Design mac_result_collector, sky130hd; sources not shown.
Run 1, cell outlines without signal wires:
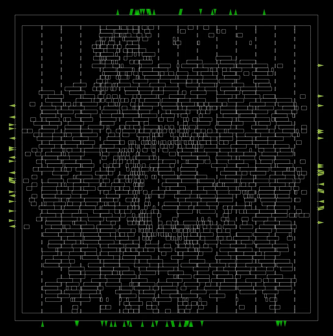
Row Count: 75
Filler Cell Count: 3643
fin cells: 1666
Layout Utilization: 46.2%
Seq/total area: 57.1%

Run 1, sequential cells grouped by signal name:
The bar under the picture is 50 um long. Other sequential cells in the stronger grey, the rest of the logic in the fainter grey.
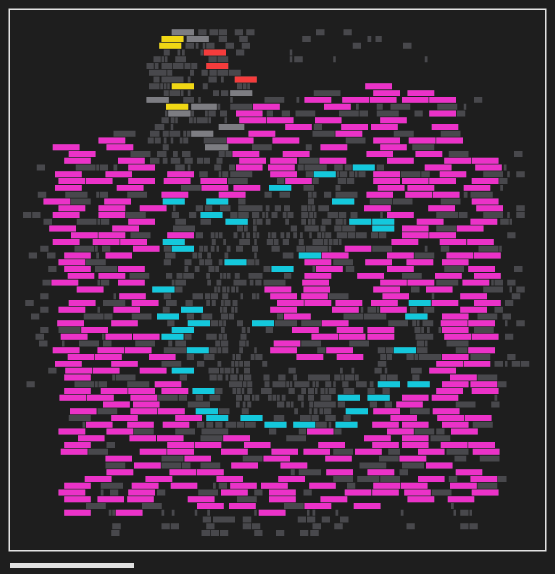
Cyan marks `r_acc`, sequential cells 40. Magenta marks `u_fifo.r_mem`, sequential cells 320, where spread over the die. Yellow marks `u_fifo.count`, sequential cells 4. Red marks `elem_cnt`, sequential cells 3.
Another 9 sequential cells are not coloured.
Seq group: 2170 uW
Register Area: 11000 sq um

Run 1, wire density map:
22 x 22 tiles, from dark blue (low) to red (high), scaled to the fullest tile. Values are wire area over tile area, all layers added.
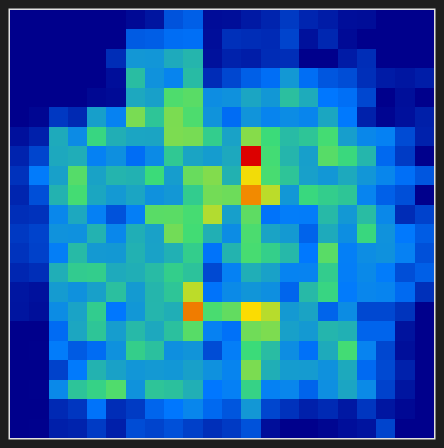
15% of the tiles are nearly empty. The fullest tile reaches 0.47. The mean over all tiles is 0.12.
routed len/inst: 21.7 um
drt total wl: 36.2 mm
Vias: 9046
gr usage total: 15.9%

==> Slide: Implementation Results, run 1 <==
Run Summary

Clocking
  – Postcts setup bufs: 0
  – Cts repair resizes: 0
  – Clk slew on worst S/H paths: about 0.06 ns

Worst setup path
  – R2R Setup Slk: 5.42 ns
  – Slowest cell on crit path: dfrtp_4
  – Top cell family by delay on the critical path: buffers and inverters
  – Crit-path cells: buf_4 > mux4_2 > mux2i_1 > nor2_1 > clkdlybuf4s50_1
  – Startpoint Class: flip-flop
  – Number of cells on the critical path: 5
  – CP arrival: ~3.9 ns

Placement
  – GP Congestion: 0.829
  – Post-Place Cells: around 1600
  – Cell Area, Placed: between 15000 and 20000 sq um
  – Port buffer count: about 83

Final timing
  – Final setup fails: 0
  – Slew @ Worst Pin: just under 0.9 ns
  – Max Slew Vio Count: 0

Synthesis
  – Mux area share: between 10% and 20%
  – And+or+nand+nor area frac: about 5%
  – Syn. warnings: 0
  – Top-area cell share: about three fifths
  – Synthesized area: 16500 sq um
  – Most common reg cell: edfxtp_1
  – # Cells Yosys: 1001
  – Top cells by count: edfxtp_1, nor2_1, mux4_2, dfrtp_1, ha_1
  – Synth Area per Inst: 16.5 sq um

Status
  – Status: finished, final reports clean

Power and ir drop
  – Combinational power share: between 20 and 30%
  – Switch Pwr: 1480 uW
  – Pint: 3650 uW
  – Sequential share of power: a little over two fifths
  – Pwr per Cell Area: 266 nW/um^2

Drt
  – Initial DRT Pass Iterations: 5

Final layout
  – NumNets Final: around 1200
  – Ant. Diodes: 0

Floorplanning
  – IO Pins: approximately 84

Global route
  – First-pass GRT wire length: approximately 56 mm

Flow run
  – OpenROAD warning count: 27
==> run 1: tightest hold or removal path, cell delays in order (launching register included) <==
cell	delay [ns]
dfrtp_1	0.34
nor2_1	0.05
nor2_1	0.07
==> run 1: through the flow <==
step	hold slack [ns]	utilization (%)	worst slack, ns
after floorplan	0.320	-	4.13
after global placement	0.336	43.2	4.50
after detailed placement	0.343	43.3	4.43
after CTS	0.358	46.2	3.95
after global routing	0.367	46.2	3.79
final	0.350	46.2	4.15
==> run 1: cell usage in the layout (no fill, tap or decap), drive strengths merged, types with 4 or more instances in the layout <==
master,instances
xnor2,23
a21o,18
a211o,4
o21bai,7
mux2i,42
nand4,11
buf,18
ha,49
clkinvlp,4
clkinv,15
nor2,85
xor2,16
dfrtp,56
nand2b,5
o21ai,25
nand3,5
clkbuf,47
a21oi,43
nand2,41
o21a,10
nor3,12
nor2b,8
clkdlybuf4s50,82
a22o,39
mux4,80
edfxtp,320
inv,20
==> run 1: area by class of cell <==
type / count / area [sq um]
Inverter: 19 / 71.3
Fill cell: 3643 / 22500
Clock buffer: 47 / 1040
Multi-Input combinational cell: 562 / 5330
Sequential cell: 376 / 11000
Clock inverter: 23 / 190
Timing Repair Buffer: 100 / 973
Tap cell: 539 / 674
==> run 1: routing by layer <==
layer  vias to the layer above  track usage, %  share of wire (%)
li1                       4148               -                  -
met2                       151            25.6                 48
met4                         0            3.95                2.0
met1                      4694            21.6                 47
met5                         -               -                  0
met3                        53            2.40                3.5
==> run 1: power groups by stage <==
stage	clock, uW	sequential [uW]	combinational, uW
after floorplan	0	2130	985
after global placement	0	2200	1450
after detailed placement	0	2210	1470
after CTS	1570	2170	1480
after global routing	1640	2180	1590
final	1530	2170	1440
==> run 1: cell families (layout without fill, tap and decap cells) <==
kind of cell,Yosys count,in the layout
AOI/OAI and AO/OA,167,167
xor gates and xnor gates,39,39
adders and majority gates,51,51
buffers and inverters,63,189
DFF,376,376
muxes,122,122
and+or+nand+nor,183,183
==> run 1 -> run 2 <==
- clock period: 9.1 -> 4.5 ns (I/O delays scaled with it)
Run 2, sequential cells grouped by signal name:
The bar under the picture is 50 um long. Other sequential cells in the stronger grey, the rest of the logic in the fainter grey.
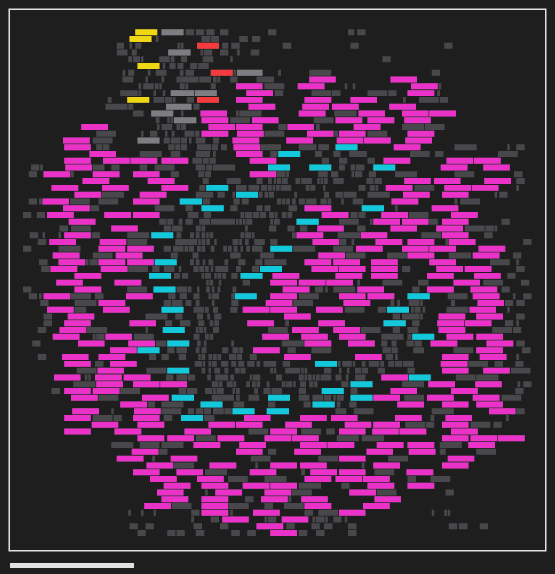
Cyan marks `r_acc`, sequential cells 40. Magenta marks `u_fifo.r_mem`, sequential cells 320, where spread over the die. Red marks `elem_cnt`, sequential cells 3. Yellow marks `u_fifo.count`, sequential cells 4, where upper left.
Another 9 sequential cells are not coloured.
Seq group: 4330 uW
Layout Utilization: 46.4%
Seq/total area: 56.8%

==> run 2 against run 1 <==
  * Area after synthesis stayed put
  * Combinational power rose by 110%
  * Worst setup slack got worse by 3.4 ns
  * Routed wire length up 2.7%
  * Via count is 1.0% higher
  * Sequential power up 100%
  * Worst hold slack got worse by 0.063 ns
  * Critical endpoint is now res_data[20]
  * Clock power is 93% higher
==> Slide: Implementation Results, run 2 <==
Run Summary

Status
  – Status: finished, final reports clean

Worst setup path
  – Number of cells on the critical path: 5
  – R2R Setup Slk: between 0.9 and 1 ns
  – Crit-path cells: buf_12 > mux4_2 > mux2i_1 > nor2_1 > clkdlybuf4s50_1
  – Worst reg2reg path depth: 11
  – Startpoint Class: flip-flop
  – Slowest cell on crit path: dfrtp_4
  – CP arrival: around 3.1 ns
  – Top cell family by delay on the critical path: buffers and inverters

Final layout
  – NumNets Final: around 1200
  – Top cell excl fill/tap: edfxtp_1
  – Ant. Diodes: 0
  – Filler Cell Count: ~3600

Drt
  – Vias: slightly above 9000
  – Routed len/inst: 22.1 um
  – Initial DRT Pass Iterations: 5

Final timing
  – Slew @ Worst Pin: 0.777 ns
  – Max Slew Vio Count: 0
  – Final setup fails: 0

Power and ir drop
  – Maximum VDD drop: 251 uV
  – Lkg Pwr: around 0.0067 uW

Placement
  – Port buffer count: just over 80
  – GP Congestion: ~0.84
  – Hpwl dp: approximately 24 mm

Clocking
  – Clk slew on worst S/H paths: 0.06 ns
  – Cts repair resizes: 0
  – TritonCTS Sinks: 376

Floorplanning
  – Row Count: 75
  – Core Density at Floorplan: 39.5%
  – IO Pins: 84

Synthesis
  – Top-area cell share: 58.2%
  – # Cells Yosys: between 1000 and 1500
  – Syn. warnings: 0
  – Most common reg cell: edfxtp_1
  – Synth Area per Inst: 16.5 sq um
  – Synthesized area: approximately 17000 sq um

Global route
  – Gr usage total: between 15 and 20%
  – First-pass GRT wire length: approximately 58 mm

Flow run
  – OpenROAD warning count: 27
-- run 2: cell counts after synthesis --
No cell type changed its count.
-- run 2: cells by family after synthesis --
kind of cell	after synthesis	synth area share, %
AND-OR/OR-AND	167	7.38
flip-flops	376	66.7
XOR/XNOR	39	2.07
adder cells (fa/ha/maj)	51	3.96
multiplexers	122	13.5
buffers and inverters	63	1.45
AND/OR/NAND/NOR	183	4.99
-- run 2: stage by stage --
stage                     std cells  area, sq um  util, %  setup WS, ns  hold slack, ns
after floorplan                1001        16500        -         0.604         0.00441
after global placement         1607        18200     43.6         0.361           0.336
after detailed placement       1608        18200     43.6         0.324           0.346
after CTS                      1681        19400     46.4         0.669           0.363
after global routing           1681        19400     46.4         0.570           0.344
final                          1681        19400     46.4         0.774           0.287
-- run 2: power by group --
| part | internal (uW) | switching, uW |
|---|---|---|
| clock network | 1650 | 1310 |
| registers | 4200 | 133 |
| logic | 1420 | 1600 |
| total | 7270 | 3040 |
-- run 2: layer usage --
metal | up-vias | share of wire [%] | global-route usage [%]
li1 | 4178 | - | -
met1 | 4735 | 46 | 22.4
met2 | 185 | 49 | 26.8
met3 | 42 | 3.8 | 2.77
met4 | 0 | 1.4 | 3.44
met5 | - | 0 | -
-- run 2: final cells by class --
class                           instances  area [sq um]  area share [%]
Sequential cell                       376         11000            56.8
Multi-Input combinational cell        562          5340            27.5
Timing Repair Buffer                  113          1130            5.81
Clock buffer                           53          1050            5.41
Tap cell                              539           674            3.48
Clock inverter                         19           108           0.555
Inverter                               19          71.3           0.368
Power is estimated from default activity; no workload was simulated.
